$ cat config.mk
export PLATFORM = sky130hd
export DESIGN_NAME = ocs_tx_arbiter_flat
export DESIGN_NICKNAME = d
export VERILOG_FILES = /design/src/rtl/ocs_tx_arbiter_if.sv /design/src/rtl/ocs_tx_arbiter.sv /design/src/flat_wrapper.sv
export SDC_FILE = /design/constraint.sdc
export NUM_CORES = 1
export LEC_CHECK = 0
export CAP_MARGIN = 20
export CORE_MARGIN = 8
export CORE_UTILIZATION = 33
export CTS_BUF_LIST = sky130_fd_sc_hd__clkbuf_4
export DETAILED_ROUTE_END_ITERATION = 7
export PLACE_DENSITY = 0.83
export SYNTH_ARGS = -nofsm -noshare
export SYNTH_HDL_FRONTEND = slang
export SYNTH_SLANG_ARGS = --single-unit
$ cat constraint.sdc
create_clock -name i_clk -period 2.7 [get_ports i_clk]
set_clock_uncertainty 0.1 [all_clocks]
set_input_delay 0.405 -clock i_clk [delete_from_list [all_inputs] [get_ports i_clk]]
set_output_delay 0.405 -clock i_clk [all_outputs]
set_load 0.05 [all_outputs]
$ cat src/rtl/ocs_tx_arbiter_if.sv
// 64-bit AXI-Stream bundle shared by the three OCS TX requesters and the MAC-side output.
interface ocs_tx_arbiter_if;
  logic        tvalid;
  logic [63:0] tdata;
  logic        tlast;
  logic [7:0]  tkeep;
  logic        tuser;
  logic        tready;

  modport master (output tvalid, tdata, tlast, tkeep, tuser, input tready);
  modport slave  (input tvalid, tdata, tlast, tkeep, tuser, output tready);
endinterface

$ cat src/rtl/ocs_tx_arbiter.sv
// Frame-atomic fixed-priority (S0>S1>S2) arbiter for the OCS TX AXIS port with slot guard and watchdog.
// Optional statistics counters are enabled by defining OCS_TX_ARB_STAT_EN.
module ocs_tx_arbiter #(
  parameter logic [15:0] P_SLOT_LEN  = 16'd1000,
  parameter logic [15:0] P_GUARD_LEN = 16'd32,
  parameter logic [15:0] P_MAX_BEATS = 16'd256
) (
  input  logic              i_clk,
  input  logic              i_rst_n,
  input  logic              i_new_slot_start,
  input  logic              i_data_en,
  ocs_tx_arbiter_if.slave   s0_axis,
  ocs_tx_arbiter_if.slave   s1_axis,
  ocs_tx_arbiter_if.slave   s2_axis,
  ocs_tx_arbiter_if.master  m_axis,
  output logic [1:0]        o_grant,
  output logic              o_abort
`ifdef OCS_TX_ARB_STAT_EN
  ,
  output logic [15:0]       o_frame_cnt0,
  output logic [15:0]       o_frame_cnt1,
  output logic [15:0]       o_frame_cnt2,
  output logic [15:0]       o_abort_cnt
`endif
);

  typedef enum logic [1:0] {
    IDLE,
    BUSY,
    ABORT
  } state_t;

  localparam logic [1:0] GRANT_NONE = 2'd3;

  state_t      state;
  logic [15:0] slot_cnt;
  logic [15:0] beat_cnt;
  logic [15:0] beat_next;

  logic        sel_valid;
  logic [63:0] sel_data;
  logic        sel_last;
  logic [7:0]  sel_keep;
  logic        sel_user;
  logic        src_ready;
  logic        accept;
  logic        s2_eligible;

  assign s2_eligible = i_data_en && (slot_cnt < (P_SLOT_LEN - P_GUARD_LEN));

  always_comb begin
    sel_valid = 1'b0;
    sel_data  = '0;
    sel_last  = 1'b0;
    sel_keep  = '0;
    sel_user  = 1'b0;
    case (o_grant)
      2'd0: begin
        sel_valid = s0_axis.tvalid;
        sel_data  = s0_axis.tdata;
        sel_last  = s0_axis.tlast;
        sel_keep  = s0_axis.tkeep;
        sel_user  = s0_axis.tuser;
      end
      2'd1: begin
        sel_valid = s1_axis.tvalid;
        sel_data  = s1_axis.tdata;
        sel_last  = s1_axis.tlast;
        sel_keep  = s1_axis.tkeep;
        sel_user  = s1_axis.tuser;
      end
      2'd2: begin
        sel_valid = s2_axis.tvalid;
        sel_data  = s2_axis.tdata;
        sel_last  = s2_axis.tlast;
        sel_keep  = s2_axis.tkeep;
        sel_user  = s2_axis.tuser;
      end
      default: ;
    endcase
  end

  // While aborting, the owner is drained at full rate regardless of the MAC.
  assign src_ready = (state == ABORT) || ((state == BUSY) && m_axis.tready);
  assign accept    = sel_valid && src_ready;
  assign beat_next = beat_cnt + 16'd1;

  assign m_axis.tvalid = (state == BUSY) && sel_valid;
  assign m_axis.tdata  = sel_data;
  assign m_axis.tlast  = sel_last;
  assign m_axis.tkeep  = sel_keep;
  assign m_axis.tuser  = sel_user;

  assign s0_axis.tready = (o_grant == 2'd0) && src_ready;
  assign s1_axis.tready = (o_grant == 2'd1) && src_ready;
  assign s2_axis.tready = (o_grant == 2'd2) && src_ready;

  always_ff @(posedge i_clk or negedge i_rst_n) begin
    if (!i_rst_n) begin
      slot_cnt <= '0;
    end else if (i_new_slot_start) begin
      slot_cnt <= '0;
    end else if (slot_cnt < P_SLOT_LEN) begin
      slot_cnt <= slot_cnt + 16'd1;
    end
  end

  always_ff @(posedge i_clk or negedge i_rst_n) begin
    if (!i_rst_n) begin
      state    <= IDLE;
      o_grant  <= GRANT_NONE;
      o_abort  <= 1'b0;
      beat_cnt <= '0;
    end else begin
      o_abort <= 1'b0;
      case (state)
        IDLE: begin
          beat_cnt <= '0;
          if (s0_axis.tvalid) begin
            o_grant <= 2'd0;
            state   <= BUSY;
          end else if (s1_axis.tvalid) begin
            o_grant <= 2'd1;
            state   <= BUSY;
          end else if (s2_axis.tvalid && s2_eligible) begin
            o_grant <= 2'd2;
            state   <= BUSY;
          end
        end
        BUSY: begin
          if (accept) begin
            if (sel_last) begin
              state    <= IDLE;
              o_grant  <= GRANT_NONE;
              beat_cnt <= '0;
            end else if (beat_next == P_MAX_BEATS - 16'd1) begin
              // P_MAX_BEATS-1 beats have reached the MAC without tlast: cut the frame here.
              state    <= ABORT;
              o_abort  <= 1'b1;
              beat_cnt <= beat_next;
            end else begin
              beat_cnt <= beat_next;
            end
          end
        end
        ABORT: begin
          if (accept && sel_last) begin
            state    <= IDLE;
            o_grant  <= GRANT_NONE;
            beat_cnt <= '0;
          end
        end
        default: begin
          state   <= IDLE;
          o_grant <= GRANT_NONE;
        end
      endcase
    end
  end

`ifdef OCS_TX_ARB_STAT_EN
  logic frame_done;
  assign frame_done = (state == BUSY) && accept && sel_last;

  always_ff @(posedge i_clk or negedge i_rst_n) begin
    if (!i_rst_n) begin
      o_frame_cnt0 <= '0;
      o_frame_cnt1 <= '0;
      o_frame_cnt2 <= '0;
      o_abort_cnt  <= '0;
    end else begin
      if (frame_done && (o_grant == 2'd0)) o_frame_cnt0 <= o_frame_cnt0 + 16'd1;
      if (frame_done && (o_grant == 2'd1)) o_frame_cnt1 <= o_frame_cnt1 + 16'd1;
      if (frame_done && (o_grant == 2'd2)) o_frame_cnt2 <= o_frame_cnt2 + 16'd1;
      if ((state == BUSY) && accept && !sel_last && (beat_next == P_MAX_BEATS - 16'd1)) begin
        o_abort_cnt <= o_abort_cnt + 16'd1;
      end
    end
  end
`endif

endmodule
$ cat src/flat_wrapper.sv
// flat-port wrapper written by rule: the top's interface ports become plain ports
module ocs_tx_arbiter_flat 
#(
  parameter logic [15:0] P_SLOT_LEN  = 16'd1000,
  parameter logic [15:0] P_GUARD_LEN = 16'd32,
  parameter logic [15:0] P_MAX_BEATS = 16'd256
)
  (i_clk, i_rst_n, i_new_slot_start, i_data_en, o_grant, o_abort, s0_axis_tvalid, s0_axis_tdata, s0_axis_tlast, s0_axis_tkeep, s0_axis_tuser, s0_axis_tready, s1_axis_tvalid, s1_axis_tdata, s1_axis_tlast, s1_axis_tkeep, s1_axis_tuser, s1_axis_tready, s2_axis_tvalid, s2_axis_tdata, s2_axis_tlast, s2_axis_tkeep, s2_axis_tuser, s2_axis_tready, m_axis_tvalid, m_axis_tdata, m_axis_tlast, m_axis_tkeep, m_axis_tuser, m_axis_tready);
  ocs_tx_arbiter_if s0_axis_i ();
  ocs_tx_arbiter_if s1_axis_i ();
  ocs_tx_arbiter_if s2_axis_i ();
  ocs_tx_arbiter_if m_axis_i ();
  input  logic i_clk;
  input  logic i_rst_n;
  input  logic i_new_slot_start;
  input  logic i_data_en;
  output logic [1:0] o_grant;
  output logic o_abort;
  input wire logic [$bits(s0_axis_i.tvalid)-1:0] s0_axis_tvalid;
  input wire logic [$bits(s0_axis_i.tdata)-1:0] s0_axis_tdata;
  input wire logic [$bits(s0_axis_i.tlast)-1:0] s0_axis_tlast;
  input wire logic [$bits(s0_axis_i.tkeep)-1:0] s0_axis_tkeep;
  input wire logic [$bits(s0_axis_i.tuser)-1:0] s0_axis_tuser;
  output wire logic [$bits(s0_axis_i.tready)-1:0] s0_axis_tready;
  input wire logic [$bits(s1_axis_i.tvalid)-1:0] s1_axis_tvalid;
  input wire logic [$bits(s1_axis_i.tdata)-1:0] s1_axis_tdata;
  input wire logic [$bits(s1_axis_i.tlast)-1:0] s1_axis_tlast;
  input wire logic [$bits(s1_axis_i.tkeep)-1:0] s1_axis_tkeep;
  input wire logic [$bits(s1_axis_i.tuser)-1:0] s1_axis_tuser;
  output wire logic [$bits(s1_axis_i.tready)-1:0] s1_axis_tready;
  input wire logic [$bits(s2_axis_i.tvalid)-1:0] s2_axis_tvalid;
  input wire logic [$bits(s2_axis_i.tdata)-1:0] s2_axis_tdata;
  input wire logic [$bits(s2_axis_i.tlast)-1:0] s2_axis_tlast;
  input wire logic [$bits(s2_axis_i.tkeep)-1:0] s2_axis_tkeep;
  input wire logic [$bits(s2_axis_i.tuser)-1:0] s2_axis_tuser;
  output wire logic [$bits(s2_axis_i.tready)-1:0] s2_axis_tready;
  output wire logic [$bits(m_axis_i.tvalid)-1:0] m_axis_tvalid;
  output wire logic [$bits(m_axis_i.tdata)-1:0] m_axis_tdata;
  output wire logic [$bits(m_axis_i.tlast)-1:0] m_axis_tlast;
  output wire logic [$bits(m_axis_i.tkeep)-1:0] m_axis_tkeep;
  output wire logic [$bits(m_axis_i.tuser)-1:0] m_axis_tuser;
  input wire logic [$bits(m_axis_i.tready)-1:0] m_axis_tready;
  assign s0_axis_i.tvalid = s0_axis_tvalid;
  assign s0_axis_i.tdata = s0_axis_tdata;
  assign s0_axis_i.tlast = s0_axis_tlast;
  assign s0_axis_i.tkeep = s0_axis_tkeep;
  assign s0_axis_i.tuser = s0_axis_tuser;
  assign s0_axis_tready = s0_axis_i.tready;
  assign s1_axis_i.tvalid = s1_axis_tvalid;
  assign s1_axis_i.tdata = s1_axis_tdata;
  assign s1_axis_i.tlast = s1_axis_tlast;
  assign s1_axis_i.tkeep = s1_axis_tkeep;
  assign s1_axis_i.tuser = s1_axis_tuser;
  assign s1_axis_tready = s1_axis_i.tready;
  assign s2_axis_i.tvalid = s2_axis_tvalid;
  assign s2_axis_i.tdata = s2_axis_tdata;
  assign s2_axis_i.tlast = s2_axis_tlast;
  assign s2_axis_i.tkeep = s2_axis_tkeep;
  assign s2_axis_i.tuser = s2_axis_tuser;
  assign s2_axis_tready = s2_axis_i.tready;
  assign m_axis_tvalid = m_axis_i.tvalid;
  assign m_axis_tdata = m_axis_i.tdata;
  assign m_axis_tlast = m_axis_i.tlast;
  assign m_axis_tkeep = m_axis_i.tkeep;
  assign m_axis_tuser = m_axis_i.tuser;
  assign m_axis_i.tready = m_axis_tready;
  ocs_tx_arbiter #(.P_SLOT_LEN(P_SLOT_LEN), .P_GUARD_LEN(P_GUARD_LEN), .P_MAX_BEATS(P_MAX_BEATS)) u_core (.i_clk(i_clk), .i_rst_n(i_rst_n), .i_new_slot_start(i_new_slot_start), .i_data_en(i_data_en), .s0_axis(s0_axis_i), .s1_axis(s1_axis_i), .s2_axis(s2_axis_i), .m_axis(m_axis_i), .o_grant(o_grant), .o_abort(o_abort));
endmodule
==> results.json, run 1 <==
{
  "status": "finished clean",
  "finalHoldViolCount": 0,
  "p_int_w": 0.00269,
  "drt-met1-wl_um": 8650,
  "timing.final.crit_period_ns": 2.59,
  "seq_power_w": 0.000660,
  "setup_repair_after_global_routing_missed_its_margin": "false",
  "fp.dieArea_sq_mm": 0.0145,
  "post_synth_inst_count": 472,
  "reg_top3": "u_core.beat_cnt: 16 flops, u_core.slot_cnt: 16 flops",
  "reg2reg_slack_ns": 0.40,
  "layout_top_cells": "sky130_fd_sc_hd__clkdlybuf4s50_1 (230), sky130_fd_sc_hd__nand2_1 (82), sky130_fd_sc_hd__buf_12 (79)",
  "clockNetworkPower_w": 0.000304,
  "drt-pass1-iter-count": 5,
  "place_congestion": 0.958,
  "logic_area_sq_mm": 0.00250,
  "mappedNetlistNets": 705,
  "postCtsResizedCells": 1,
  "portBuffers": 310,
  "post-synth-top-area-cell": "sky130_fd_sc_hd__dfrtp_1",
  "layout.nets": 998,
  "root_buffer": "sky130_fd_sc_hd__clkbuf_4"
}
==> run_1/final_congestion.png <==
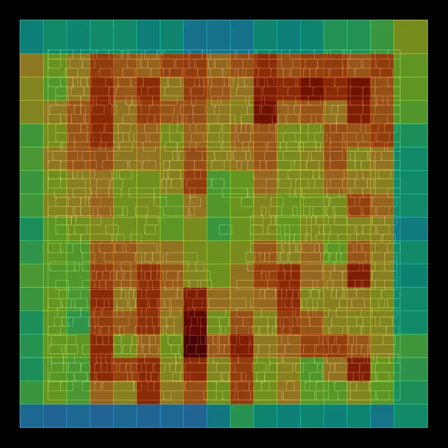
average detailed-routed wire length per instance: 25.1 um
M3 GR Usage: 0.164
GRT met2 Usage: 0.480
global-route usage over all layers: 0.300

==> run_1/registers.png <==
(4 px per um) Other sequential cells in the stronger gray, the rest of the logic in the fainter gray.
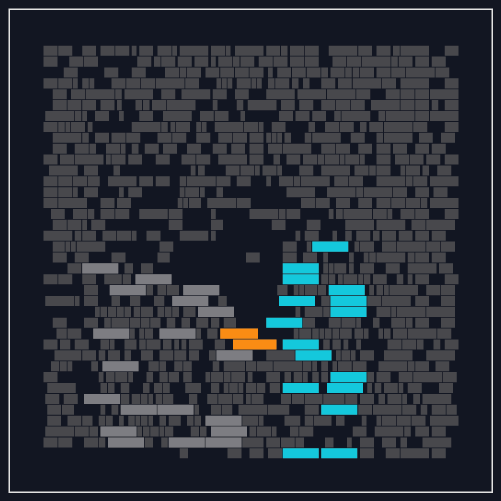
| color | name in the netlist | flops |
|---|---|---|
| orange | `u_core.o_grant` | 2 |
| cyan | `u_core.slot_cnt` | 16 |
not colored: 19
register area: 932 sq um
post-layout util: 0.717

==> run_1/gate_families.png <==
(4 px per um)
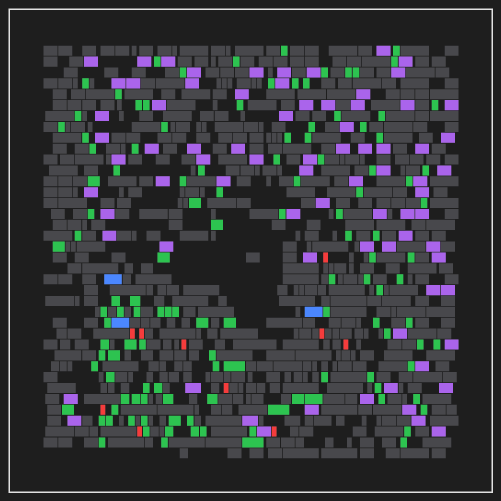
| color | family | cells |
|---|---|---|
| green | inverting AOI/OAI gates | 122 |
| purple | multiplexers | 78 |
| red | inverters | 10 |
| blue | adder and majority cells | 3 |
number of cells in the finished layout apart from fillers: 907
Comb/total area: 0.325
most frequent logic cell in the layout: sky130_fd_sc_hd__clkdlybuf4s50_1

==> run_1/zoom.png <==
Region (40, 64) to (80, 104) um. Cells in gray, sequential cells in the stronger gray; small squares are vias.
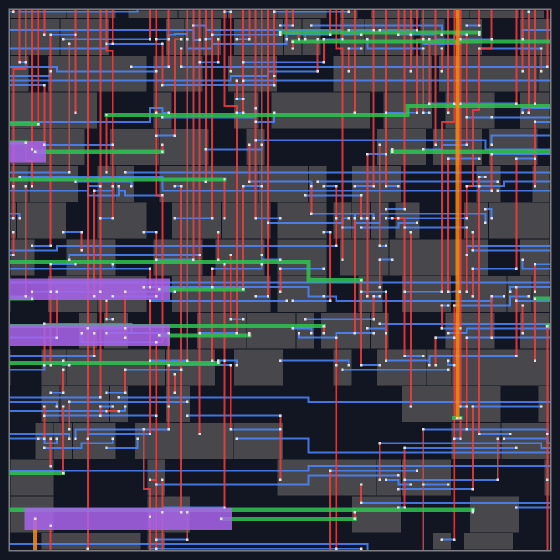
| color | layer |
|---|---|
| green | met3 |
| red | met2 |
| purple | met5 |
| blue | met1 |
| orange | met4 |
most frequent: clkdlybuf4s50_1 (35), nand2_1 (23), buf_12 (16)
cells with their middle in the window: 105
sequential cells in the window: 0

==> run_1/met2.png <==
(2 px per um) Cells faint in the background.
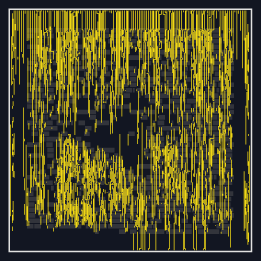

==> run 2: changes to the inputs <==
--- a/config.mk
+++ b/config.mk
@@ -8,2 +8,3 @@
 export CAP_MARGIN = 20
+export CORE_ASPECT_RATIO = 0.7
 export CORE_MARGIN = 8
--- a/constraint.sdc
+++ b/constraint.sdc
@@ -4,2 +4,2 @@
 set_output_delay 0.405 -clock i_clk [all_outputs]
-set_load 0.05 [all_outputs]
+set_load 0.1 [all_outputs]
==> run_2/met2.png <==
(2 px per um) Cells faint in the background.
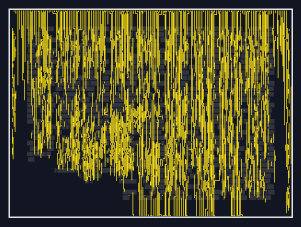
longest straight run: 54.4 um
share of all routed wire: 55%
main direction: vertical
GRT met2 Usage: 0.546
final wirelength: 21500 um
overall via count from detail_route: 4946

==> results.json, run 2 <==
{
  "dominant_kind_of_cell": "buffers",
  "post_synthesis_xor_xnor_area_fraction": 0.0219,
  "final_common_cell": "sky130_fd_sc_hd__clkdlybuf4s50_1",
  "layout_top_cells": "sky130_fd_sc_hd__clkdlybuf4s50_1 (229), sky130_fd_sc_hd__nand2_1 (82), sky130_fd_sc_hd__buf_12 (80)",
  "setup_violations": 0,
  "total_power_w": 0.00761,
  "logic_area_sq_mm": 0.00330,
  "final.setup.tns_ns": 0,
  "yosys_area_sq_mm": 0.00359,
  "worst_ep_arrival_time_ns": 2.11,
  "post_drt_via_cell_ratio": 5.49,
  "place_congestion": 0.935,
  "finalHoldViolCount": 0,
  "use_met1": 0.278,
  "period_used_share": 0.969,
  "layout.nets": 996,
  "postCtsResizedCells": 2,
  "rr_worst_depth": 5,
  "yosys-top-cells-count": "sky130_fd_sc_hd__o21ai_0 (83), sky130_fd_sc_hd__nand2_1 (82), sky130_fd_sc_hd__mux2i_1 (76)",
  "timing.final.crit_period_ns": 2.62,
  "cts_hold_buf": 0,
  "drt-met1-wl_um": 7050,
  "root_buffer": "sky130_fd_sc_hd__clkbuf_4",
  "post-synth-top-area-cell": "sky130_fd_sc_hd__dfrtp_1",
  "finish.cell_count_without_fillers": 901,
  "sequential_cell_area_sq_um": 936,
  "cts_made_buffers": 5,
  "fp.dieArea_sq_mm": 0.0145,
  "fraction_of_area_in_clock_buffers_and_inverters": 0.00922,
  "pwr-share-clk": 0.052,
  "synth-edff-count": 0,
  "min-delay-path-class": "input port to async pin",
  "mappedNetlistNets": 705,
  "status": "finished clean",
  "irDropWorstVdd_mv": 0.685,
  "reg_top3": "u_core.beat_cnt: 16 flops, u_core.slot_cnt: 16 flops",
  "number_of_standard_cells_reported_by_yosys": 472,
  "grt_use_total": 0.278,
  "setup_repair_after_global_routing_missed_its_margin": "true",
  "antenna_cells": 1,
  "post_drt_wl_per_cell_um": 23.8,
  "nClkBuffers": 6,
  "clockNetworkPower_w": 0.000395,
  "post_synth_inst_count": 472,
  "remaining_drc_errors": 0,
  "portBuffers": 310,
  "p_int_w": 0.00315,
  "reg2reg_slack_ns": 0.21,
  "drt-pass1-iter-count": 6
}
==> run_2/final_congestion.png <==
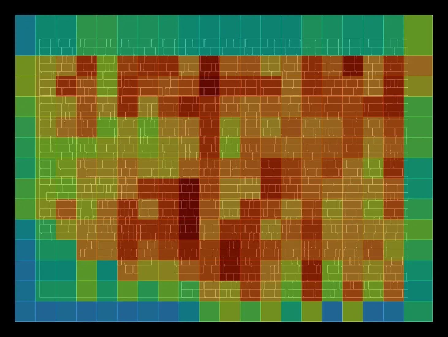
M3 GR Usage: 0.0834
post-layout util: 0.791

Power figures rest on the tool's default switching activity, not on a simulated workload.
